## src/rtl/unidade_controle_pkg.sv

```systemverilog
// Shared definitions for the control unit: FSM states, instruction classes,
// instruction field positions and flag-index constants.
package unidade_controle_pkg;

  typedef enum logic [2:0] {
    S_INIT,
    S_IDLE,
    S_FETCH,
    S_DECODE,
    S_EXEC,
    S_HALT
  } estado_t;

  typedef enum logic [1:0] {
    CL_ALU   = 2'b00,
    CL_JCOND = 2'b01,
    CL_JINC  = 2'b10,
    CL_HALT  = 2'b11
  } classe_t;

  // Instruction field positions (16-bit instruction word)
  localparam int CLASSE_MSB   = 15;
  localparam int CLASSE_LSB   = 14;
  localparam int ALU_OP_MSB   = 13;
  localparam int ALU_OP_LSB   = 9;
  localparam int ALU_SA_MSB   = 8;
  localparam int ALU_SA_LSB   = 5;
  localparam int ALU_SB_MSB   = 4;
  localparam int ALU_SB_LSB   = 1;
  localparam int ALU_HAB_BIT  = 0;
  localparam int JMP_IDX_MSB  = 13;
  localparam int JMP_IDX_LSB  = 12;
  localparam int JMP_POL_BIT  = 11;
  localparam int JMP_ALVO_MSB = 7;
  localparam int JMP_ALVO_LSB = 0;

  // Flag index encoding and the matching bit in Flags_ZCSO
  localparam logic [1:0] IDX_Z = 2'b00;
  localparam logic [1:0] IDX_C = 2'b01;
  localparam logic [1:0] IDX_S = 2'b10;
  localparam logic [1:0] IDX_O = 2'b11;

  localparam int FLAG_BIT_Z = 3;
  localparam int FLAG_BIT_C = 2;
  localparam int FLAG_BIT_S = 1;
  localparam int FLAG_BIT_O = 0;

endpackage

```

## src/rtl/unidade_controle_if.sv

```systemverilog
// Instruction-fetch bus between the control unit (master) and instruction memory (slave).
interface unidade_controle_if #(
  parameter int bits_palavra = 16,
  parameter int largura_pc   = 8
) ();
  logic                    imem_req;
  logic [largura_pc-1:0]   imem_addr;
  logic                    imem_ack;
  logic [bits_palavra-1:0] imem_data;

  modport master (output imem_req, output imem_addr, input imem_ack, input imem_data);
  modport slave  (input imem_req, input imem_addr, output imem_ack, output imem_data);
endinterface

```

## src/rtl/unidade_controle_avalia_condicao.sv

```systemverilog
// Conditional-jump evaluator: picks one flag by index and compares it with the
// required polarity.
module avalia_condicao
  import unidade_controle_pkg::*;
(
  input  logic [3:0] flags,
  input  logic [1:0] indice,
  input  logic       polaridade,
  output logic       tomado
);

  logic flag_sel;

  always_comb begin
    flag_sel = flags[FLAG_BIT_Z];
    case (indice)
      IDX_Z:   flag_sel = flags[FLAG_BIT_Z];
      IDX_C:   flag_sel = flags[FLAG_BIT_C];
      IDX_S:   flag_sel = flags[FLAG_BIT_S];
      IDX_O:   flag_sel = flags[FLAG_BIT_O];
      default: flag_sel = flags[FLAG_BIT_Z];
    endcase
    tomado = (flag_sel == polaridade);
  end

endmodule

```

## src/rtl/unidade_controle.sv

```systemverilog
// Control unit: fetches instructions over the imem bus, decodes them and
// drives the datapath (register selects, ALU op, execute strobe, clears).
module unidade_controle
  import unidade_controle_pkg::*;
#(
  parameter int bits_palavra  = 16,
  parameter int end_registros = 4,
  parameter int largura_pc    = 8
) (
  input  logic                     clk,
  input  logic                     reset,
  input  logic                     start,
  unidade_controle_if.master       imem,
  output logic                     Hab_Escrita,
  output logic [end_registros-1:0] Sel_SA,
  output logic [end_registros-1:0] Sel_SB,
  output logic [4:0]               controleOperacao,
  output logic                     en,
  output logic                     reset_Ban_Registros,
  output logic                     reset_Flags,
  input  logic [3:0]               Flags_ZCSO,
  output logic [largura_pc-1:0]    pc,
  output logic                     halted
);

  estado_t                 estado;
  logic [bits_palavra-1:0] ir;
  logic                    req_q;
  logic                    limpa_q;
  classe_t                 classe;
  logic                    cond_ok;
  logic                    salto_tomado;
  logic [largura_pc-1:0]   alvo;
  logic [largura_pc-1:0]   pc_mais_um;

  assign classe       = classe_t'(ir[CLASSE_MSB:CLASSE_LSB]);
  assign alvo         = largura_pc'(ir[JMP_ALVO_MSB:JMP_ALVO_LSB]);
  assign pc_mais_um   = pc + largura_pc'(1);
  assign salto_tomado = (classe == CL_JINC) || cond_ok;

  avalia_condicao u_avalia_condicao (
    .flags      (Flags_ZCSO),
    .indice     (ir[JMP_IDX_MSB:JMP_IDX_LSB]),
    .polaridade (ir[JMP_POL_BIT]),
    .tomado     (cond_ok)
  );

  assign imem.imem_req       = req_q;
  assign imem.imem_addr      = pc;
  assign reset_Ban_Registros = limpa_q;
  assign reset_Flags         = limpa_q;

  // All outputs are registered: each transition loads the values of the next state.
  always_ff @(posedge clk) begin
    if (!reset) begin
      estado           <= S_INIT;
      pc               <= '0;
      ir               <= '0;
      req_q            <= 1'b0;
      en               <= 1'b0;
      Hab_Escrita      <= 1'b0;
      Sel_SA           <= '0;
      Sel_SB           <= '0;
      controleOperacao <= '0;
      halted           <= 1'b0;
      limpa_q          <= 1'b1;
    end else begin
      case (estado)
        S_INIT: begin
          limpa_q <= 1'b0;
          estado  <= S_IDLE;
        end

        S_IDLE: begin
          pc <= '0;
          if (start) begin
            req_q  <= 1'b1;
            estado <= S_FETCH;
          end
        end

        S_FETCH: begin
          if (imem.imem_ack) begin
            ir     <= imem.imem_data;
            req_q  <= 1'b0;
            estado <= S_DECODE;
          end
        end

        S_DECODE: begin
          case (classe)
            CL_ALU: begin
              en               <= 1'b1;
              Hab_Escrita      <= ir[ALU_HAB_BIT];
              Sel_SA           <= end_registros'(ir[ALU_SA_MSB:ALU_SA_LSB]);
              Sel_SB           <= end_registros'(ir[ALU_SB_MSB:ALU_SB_LSB]);
              controleOperacao <= ir[ALU_OP_MSB:ALU_OP_LSB];
              estado           <= S_EXEC;
            end
            CL_JCOND, CL_JINC: begin
              pc     <= salto_tomado ? alvo : pc_mais_um;
              req_q  <= 1'b1;
              estado <= S_FETCH;
            end
            default: begin
              halted <= 1'b1;
              estado <= S_HALT;
            end
          endcase
        end

        S_EXEC: begin
          en               <= 1'b0;
          Hab_Escrita      <= 1'b0;
          Sel_SA           <= '0;
          Sel_SB           <= '0;
          controleOperacao <= '0;
          pc               <= pc_mais_um;
          req_q            <= 1'b1;
          estado           <= S_FETCH;
        end

        // Only reset leaves HALT
        S_HALT: begin
          estado <= S_HALT;
        end

        default: estado <= S_INIT;
      endcase
    end
  end

endmodule
```

## src/flat_wrapper.sv

```systemverilog
// flat-port wrapper written by rule: the top's interface ports become plain ports
module unidade_controle_flat import unidade_controle_pkg::*;
#(
  parameter int bits_palavra  = 16,
  parameter int end_registros = 4,
  parameter int largura_pc    = 8
)
  (clk, reset, start, Hab_Escrita, Sel_SA, Sel_SB, controleOperacao, en, reset_Ban_Registros, reset_Flags, Flags_ZCSO, pc, halted, imem_imem_req, imem_imem_addr, imem_imem_ack, imem_imem_data);
  unidade_controle_if #(.bits_palavra(bits_palavra), .largura_pc(largura_pc)) imem_i ();
  input  logic clk;
  input  logic reset;
  input  logic start;
  output logic Hab_Escrita;
  output logic [end_registros-1:0] Sel_SA;
  output logic [end_registros-1:0] Sel_SB;
  output logic [4:0] controleOperacao;
  output logic en;
  output logic reset_Ban_Registros;
  output logic reset_Flags;
  input  logic [3:0] Flags_ZCSO;
  output logic [largura_pc-1:0] pc;
  output logic halted;
  output wire logic [$bits(imem_i.imem_req)-1:0] imem_imem_req;
  output wire logic [$bits(imem_i.imem_addr)-1:0] imem_imem_addr;
  input wire logic [$bits(imem_i.imem_ack)-1:0] imem_imem_ack;
  input wire logic [$bits(imem_i.imem_data)-1:0] imem_imem_data;
  assign imem_imem_req = imem_i.imem_req;
  assign imem_imem_addr = imem_i.imem_addr;
  assign imem_i.imem_ack = imem_imem_ack;
  assign imem_i.imem_data = imem_imem_data;
  unidade_controle #(.bits_palavra(bits_palavra), .end_registros(end_registros), .largura_pc(largura_pc)) u_core (.clk(clk), .reset(reset), .start(start), .imem(imem_i), .Hab_Escrita(Hab_Escrita), .Sel_SA(Sel_SA), .Sel_SB(Sel_SB), .controleOperacao(controleOperacao), .en(en), .reset_Ban_Registros(reset_Ban_Registros), .reset_Flags(reset_Flags), .Flags_ZCSO(Flags_ZCSO), .pc(pc), .halted(halted));
endmodule
```

## config.mk

```make
export PLATFORM = sky130hd
export DESIGN_NAME = unidade_controle_flat
export DESIGN_NICKNAME = d
export VERILOG_FILES = /design/src/rtl/unidade_controle_pkg.sv /design/src/rtl/unidade_controle_if.sv /design/src/rtl/unidade_controle_avalia_condicao.sv /design/src/rtl/unidade_controle.sv /design/src/flat_wrapper.sv
export SDC_FILE = /design/constraint.sdc
export NUM_CORES = 1
export LEC_CHECK = 0
export ABC_AREA = 0
export ABC_CLOCK_PERIOD_IN_PS = 3770
export CAP_MARGIN = 20
export CORE_UTILIZATION = 51
export CTS_CLUSTER_DIAMETER = 100
export CTS_CLUSTER_SIZE = 25
export DETAILED_ROUTE_END_ITERATION = 10
export PLACE_DENSITY_LB_ADDON = 0.25
export SLEW_MARGIN = 20
export SYNTH_ARGS = -nofsm -noshare
export SYNTH_HDL_FRONTEND = slang
export SYNTH_SLANG_ARGS = --single-unit
```

## constraint.sdc

```tcl
create_clock -name clk -period 3.77 [get_ports clk]
set_input_delay 0.754 -clock clk [delete_from_list [all_inputs] [get_ports clk]]
set_output_delay 0.754 -clock clk [all_outputs]
set_load 0.05 [all_outputs]
```

==> run_1/congestion_map.png <==
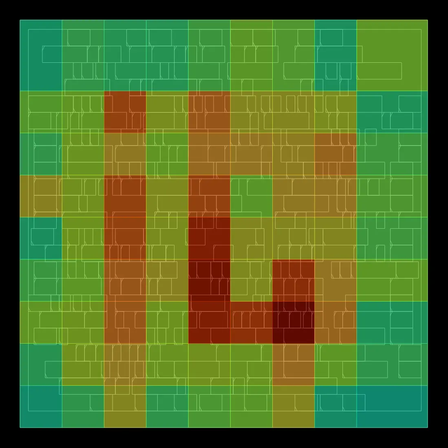
final core utilization: 68.4%
met3 Use GR: 5.65%
all-layer global routing usage: 24.3%

==> run_1/m3.png <==
Scale bar: 20 um.
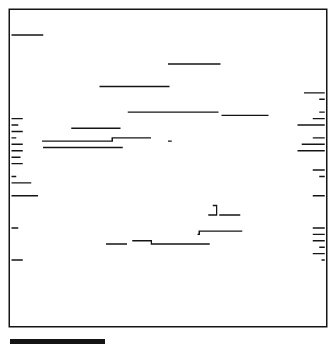
- nets with wire on the layer: 39
- wire length on this layer: 218 um
final WL: 4.92 mm
Vias: 1,972

==> Changelog: implementation, run 1 <==
### Physical design

* Max-cap violations at 0
* Fraction of layout cells with a size suffix above 1 at 5.79%
* Critical R2R Launch: u_core.ir[14]
* Reg-to-reg endpoint: u_core.imem.imem_addr[5]
* Leak pwr at 0.000959 uW
* Async set-reset flop share out of synthesis at 0%
* Pre-CTS WS at around 1.1 ns
* Post-synth EDFFs at 0
* Setup crit end kind: output pin
* Fin crit share at between 60% and 70%
* Worst Path Buf+Inv at 1
* Post-Syn Nets at approximately 300
* Worst-margin pin slew at about 1 ns
* Root buffer cell: clkbuf_8
* DRC violation count after routing at 0
* YS chip area at 2140 sq um
* PnR worst setup slack at 1.34 ns
* Synth unique cells at 42
* WS Path Type: reg -> out
* # resized after CTS at 0
* Worst-path cell chain: clkdlybuf4s50_1
* Total congestion overflow at 0
* Synthesized area at 2140 sq um
* Hold path cells at 2
* R2r setup slk at about 1.6 ns
* Top Layout Cells: clkdlybuf4s50_1, nand2_1, dfxtp_1
* Critical path launch point type: flip-flop
* PD cells at 379 nW/um^2
* Peak Freq at 0.411 GHz
* Run status: finished clean
* Tmin final at 2.43 ns
* CTS Hold Bufs at 0
* Register bit total from synthesis at 45
* Log Warnings at 28
* Synth Seq Share at between 40% and 50%
* Dpl cells at 353
* Post-CTS setup buffer count at 0
* Crit path max-delay cell type: clkdlybuf4s50_1
* ANT cells at 0
* Clk sinks at about 45
* GP Congestion at 0.848
* Setup tns final at 0 ns
* Insertion Delay late pin at approximately 0.30 ns
* # setup viols final at 0
* Headroom to the max-slew limit at approximately a third
* Crit-path max FO at 9
* Mapped Avg Cell Area at between 7 and 8 sq um
* Hold Crit Start: u_core.ir[10]
* Largest delay contributor family on the critical path: buffers and inverters
* Area after DPL at 2650 sq um
* WHS Endpoint: u_core.controleOperacao[1]
* Die H at 66.8 um
* Largest net degree at the start of global routing at 34
* Crit-path max cell delay at 0.87 ns
* Initial drt markers at 143
* R2R cell count at 7
* Clock Path Buffers at 2
* Skew final at 0.00635 ns
* Slew Limit Fails at 0
* Clock-pin slew on the worst setup and hold paths at 0.08 ns
* DR pass1 iterations at 4
* CTS buffer count at 5
* Final non-filler cell area at 2760 sq um
* Top Ports at 59
* Die width at 66.8 um
* Total die area at 4470 sq um
* Crit path DRT at about 3 ns
* H-tree depth at 2
* Unrepaired setup endpoints after global routing: no
* HPWL after DPL at 3.43 mm
* Antenna violations before repair at 0
* Nets at 338
* Number of port buffers at 58
* Area grow syn2layout at 28.6%
* Global-route wire length before repair at about 8.0 mm
* Most used flip-flop cell: dfxtp_1
* Initial core utilization at between 50% and 60%
* Via/cell ratio at 5.46
* Crit path arrival time at between 1.5 and 2 ns
* Placement row count at 23
==> run_1/gates.png <==
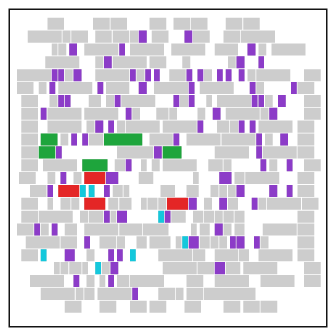
- inv cells: cyan (cells 7; most used inv_1)
- mux cells: green (cells 5; most used mux2i_1)
- fa/ha/maj cells: red (cells 4; most used ha_1; where left middle)
- nand cells: purple (cells 83; most used nand2_1)
final std cells w/o fill: 361
Comb area share: 38.4%
most frequent logic cell in the layout: clkdlybuf4s50_1

run 1: layer usage:
layer	vias to the layer above	global-route usage, %	wire length [um]
met4	0	8.78	60
met2	52	40.2	2490
li1	1001	-	-
met5	-	0	0
met3	6	5.65	218
met1	913	30.4	2160
run 1: stage by stage:
| stage | hold WS (ns) | total power [uW] |
|---|---|---|
| global route | 0.481 | 1090 |
| detailed placement | 0.445 | 691 |
| CTS | 0.456 | 1050 |
| floorplan | 0.432 | 639 |
| finish | 0.459 | 1040 |
| global placement | 0.443 | 689 |
run 1: cell families after synthesis:
family	Yosys count	synth area share (%)
AOI/OAI and AO/OA	67	18.2
xor gates and xnor gates	2	0.817
and+or+nand+nor	113	24.6
muxes	5	3.21
adders and majority gates	4	2.34
buffers and inverters	32	8.76
DFF	45	42.0
run 1: sequential cells by signal, indices dropped and copies added, names as in the netlist:
register / flops
u_core.Hab_Escrita: 1
u_core.Sel_SA: 4
u_core.Sel_SB: 4
u_core.controleOperacao: 5
u_core.en: 1
u_core.estado: 3
u_core.halted: 1
u_core.imem.imem_addr: 8
u_core.imem.imem_req: 1
u_core.ir: 16
u_core.reset_Ban_Registros: 1
run 1: worst max-delay path by stage:
stage / startpoint / cells past startpoint / slack (ns) / end
2_1_floorplan: Flags_ZCSO[1] / 6 / 1.74 / u_core.imem.imem_addr[0]
4_1_cts: u_core.imem.imem_addr[2] / 1 / 1.33 / imem_imem_addr[2]
3_5_place_dp: Flags_ZCSO[1] / 6 / 1.10 / u_core.imem.imem_addr[2]
3_3_place_gp: Flags_ZCSO[1] / 7 / 1.13 / u_core.imem.imem_addr[0]
6_report: u_core.imem.imem_addr[2] / 1 / 1.34 / imem_imem_addr[2]
5_1_grt: Flags_ZCSO[1] / 7 / 1.24 / u_core.imem.imem_addr[1]
run 1: synth_stat cells (all sizes together) (2+ instances only):
| library cell | n | area [sq um] |
|---|---|---|
| nand2 | 56 | 210 |
| dfxtp | 45 | 901 |
| a21oi | 42 | 210 |
| nand3 | 21 | 105 |
| buf | 13 | 87.6 |
| nor2 | 12 | 45.0 |
| clkbuf | 11 | 41.3 |
| o21ai | 9 | 48.8 |
| inv | 7 | 26.3 |
| a31oi | 5 | 31.3 |
| and3 | 5 | 31.3 |
| ha | 4 | 50.1 |
| mux2i | 3 | 42.5 |
| nor3 | 3 | 15.0 |
| a211oi | 2 | 20.0 |
| a221oi | 2 | 23.8 |
| and2 | 2 | 12.5 |
| mux2 | 2 | 26.3 |
| nand2b | 2 | 12.5 |
| nand3b | 2 | 15.0 |
| nand4 | 2 | 12.5 |
| nor4 | 2 | 27.5 |
| o31ai | 2 | 15.0 |
| or3 | 2 | 12.5 |
| xor2 | 2 | 17.5 |
run 1: final cells by class:
type	count	area, sq um
well taps	50	62.6
flip-flops and latches	45	901
repair buffers	60	596
inverters	7	26.3
clock buffers	6	72.6
fillers	354	1270
clock inverters	2	38.8
multi-input cells	191	1060
run 1: power breakdown:
part | internal (uW) | leakage [uW] | switching, uW | total [uW]
sequential | 489 | 0.000364 | 17.7 | 506
combinational | 68.8 | 0.000540 | 105 | 174
clock | 199 | 0.0000554 | 165 | 364
total | 756 | 0.000959 | 288 | 1040
## Run 2: what changed since run 1
--- a/config.mk
+++ b/config.mk
@@ -6,9 +6,9 @@
 export NUM_CORES = 1
 export LEC_CHECK = 0
 export ABC_AREA = 0
-export ABC_CLOCK_PERIOD_IN_PS = 3770
+export ABC_CLOCK_PERIOD_IN_PS = 2500
 export CAP_MARGIN = 20
-export CORE_UTILIZATION = 51
+export CORE_UTILIZATION = 48
 export CTS_CLUSTER_DIAMETER = 100
 export CTS_CLUSTER_SIZE = 25
 export DETAILED_ROUTE_END_ITERATION = 10
==> constraint.sdc (replaced) <==
create_clock -name clk -period 2.5 [get_ports clk]
set_input_delay 0.5 -clock clk [delete_from_list [all_inputs] [get_ports clk]]
set_output_delay 0.5 -clock clk [all_outputs]
set_load 0.05 [all_outputs]
==> run_2/gates.png <==
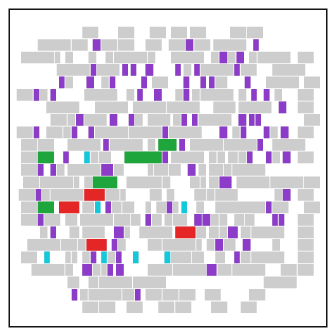
Comb area share: 37.8%
final std cells w/o fill: 364

==> run_2/m2.png <==
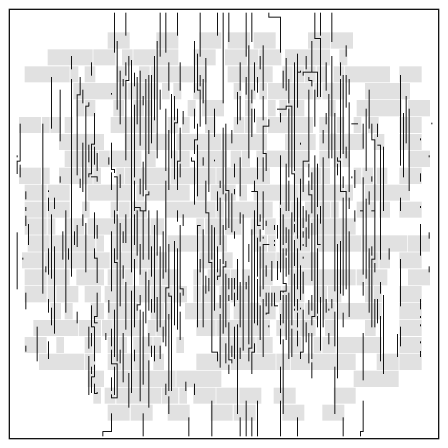
- longest straight run: 34.0 um
- main direction: vertical
- nets with wire on the layer: 282

==> run 2 against run 1 <==
Power increased by 55%. Wire length increased by 5.9%. Non-clock buffer count increased by 3. Sequential power up 51%. Combinational power grew 56%. Utilization is 0.84 points lower. Highest routed layer unchanged. Critical path depth unchanged. Clock-buffer cell count unchanged. Cell count is 0.83% higher. Synthesized cell count stayed put. Clock power increased by 59%.
==> Changelog: implementation, run 2 <==
### Physical design

* Vias at 2,015 (+2.2%)
* Critical path launch point type: flip-flop
* Run status: finished clean
* # resized after CTS at 0 (unchanged)
* Register bit total from synthesis at 45 (unchanged)
* CTS Hold Bufs at 0 (unchanged)
* Gate power share at 16.8% (about the same)
* Total die area at 4740 sq um (+6.1%)
* Worst-margin pin slew at 0.638 ns (-0.381 ns)
* Max-cap violations at 0 (unchanged)
* Dominant combinational family: simple AND/OR/NAND/NOR gates
* Fin Hold WS at 0.460 ns (+0.00154 ns)
* Crit-path max FO at 9 (unchanged)
* Skew final at 0.00426 ns (-0.00209 ns)
* Leak pwr at 0.000979 uW (+2.1%)
* Synth top area share at 42.0% (unchanged)
* PD cells at 577 nW/um^2 (+52%)
* Largest net degree at the start of global routing at 26 (-24%)
* Antenna violations before repair at 0 (unchanged)
* Final WL at 5.21 mm (+5.9%)
* Slew Limit Fails at 0 (unchanged)
* H-tree depth at 2 (unchanged)
* Adder Area Share at 2.34% (unchanged)
* Post-synth EDFFs at 0 (unchanged)
* Top Layout Cells: clkdlybuf4s50_1, nand2_1, dfxtp_1
* Flop area at 901 sq um (unchanged)
* Largest register FFs at 16 (unchanged)
* ANT cells at 0 (unchanged)
* Post-Syn Nets at 296 (unchanged)
* Layout fillers at 369 (+4.2%)
* Synth Seq Share at 42.0% (unchanged)
* # setup viols final at 0 (unchanged)
* P_sw at 444 uW (+54%)
* Mapped Avg Cell Area at 8.00 sq um (unchanged)
* Most frequent logic cell in the layout: clkdlybuf4s50_1
* Mux area share at 3.21% (unchanged)
* Sequential power share at 47.3% (-1.2 points)
* Tmin final at between 2 and 2.5 ns
* All-layer global routing usage at 24.4% (+0.090 points)
* Placement row count at 23 (unchanged)
* Critical R2R Launch: u_core.ir[14]
* Number of port buffers at 58 (unchanged)
* Crit path max-delay cell type: clkdlybuf4s50_1
* Area grow syn2layout at 30.6%
* Log Warnings at 28 (unchanged)
* Fraction of layout cells with a size suffix above 1 at 7.01% (+1.2 points)
* Comb. cell area at 1060 sq um (unchanged)
* Aoi share at 18.2% (unchanged)
* Initial core utilization at 51.7% (-1.5 points)
* Root buffer cell: clkbuf_8
* Global-route wire length before repair at 8.42 mm (+5.3%)
* Fin crit share at ~88%
* Top area cell types: dfxtp_1, a21oi_1, nand2_1
* Simple-gate share of the synthesized area at 24.6% (unchanged)
* YS chip area at 2140 sq um (unchanged)
* Via/cell ratio at 5.54 (+1.3%)
* Insertion Delay late pin at 0.31 ns (about the same)
* DR pass1 iterations at 4 (unchanged)
==> run_2/ff_map.png <==
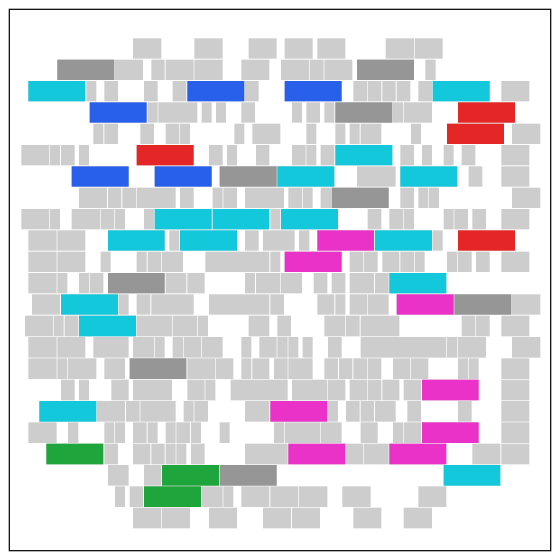
- u_core.controleOperacao: blue (flops 5)
- u_core.ir: cyan (flops 16)
- u_core.imem.imem_addr: magenta (flops 8)
- u_core.Sel_SA: red (flops 4)
- u_core.estado: green (flops 3)
- not colored: 9
Seq power: 764 uW
final core utilization: 67.6%

-- run 2: cell counts after synthesis --
Identical to the previous run, type by type.
-- run 2: worst min-delay path, stage by stage, from the launching register on --
cell and delay (ns):
dfxtp_1 0.32, nand2_1 0.05, a21oi_1 0.05
-- run 2: final cells by class --
class,instances,share of cell area (%)
Clock buffer,6,2.95
Timing Repair Buffer,63,22.5
Inverter,7,0.938
Clock inverter,2,1.34
Sequential cell,45,32.2
Tap cell,50,2.23
Multi-Input combinational cell,191,37.8
-- run 2: final timing paths --
kind                              endpoint  slack, ns  cells after the start
hold / removal               u_core.ir[10]       0.46                      2
setup reg to reg  u_core.imem.imem_addr[5]       0.37                      8
hold reg to reg              u_core.ir[10]       0.46                      2
setup / recovery         imem_imem_addr[2]       0.30                      1
-- run 2: per-stage QoR --
step / area (sq um) / util, % / std cells / total power (uW) / setup slack, ns
floorplan: 2140 / - / 268 / 964 / 0.638
global placement: 2680 / 64.7 / 356 / 1050 / 0.172
detailed placement: 2680 / 64.7 / 356 / 1050 / 0.108
CTS: 2800 / 67.6 / 364 / 1620 / 0.316
global route: 2800 / 67.6 / 364 / 1680 / 0.217
finish: 2800 / 67.6 / 364 / 1620 / 0.304
-- run 2: logic make-up (layout without fill, tap and decap cells) --
kind of cell | Yosys count | count (layout)
and+or+nand+nor | 113 | 113
AOI/OAI and AO/OA | 67 | 67
DFF | 45 | 45
buffers and inverters | 32 | 78
muxes | 5 | 5
adders and majority gates | 4 | 4
xor gates and xnor gates | 2 | 2
-- run 2: power groups by stage --
stage | clock [uW] | sequential [uW] | combinational [uW]
after CTS | 581 | 764 | 272
after floorplan | 0 | 801 | 163
after global placement | 0 | 780 | 267
after global routing | 617 | 769 | 294
after detailed placement | 0 | 780 | 270
final | 580 | 764 | 272
-- run 2: layer usage --
| layer | wire [um] | GRT usage, % |
|---|---|---|
| met1 | 2200 | 28.8 |
| met2 | 2620 | 43.0 |
| met3 | 282 | 4.44 |
| met4 | 105 | 9.95 |
| met5 | 0 | 0 |
No activity file was given, so power comes from the tool's default toggle rates.
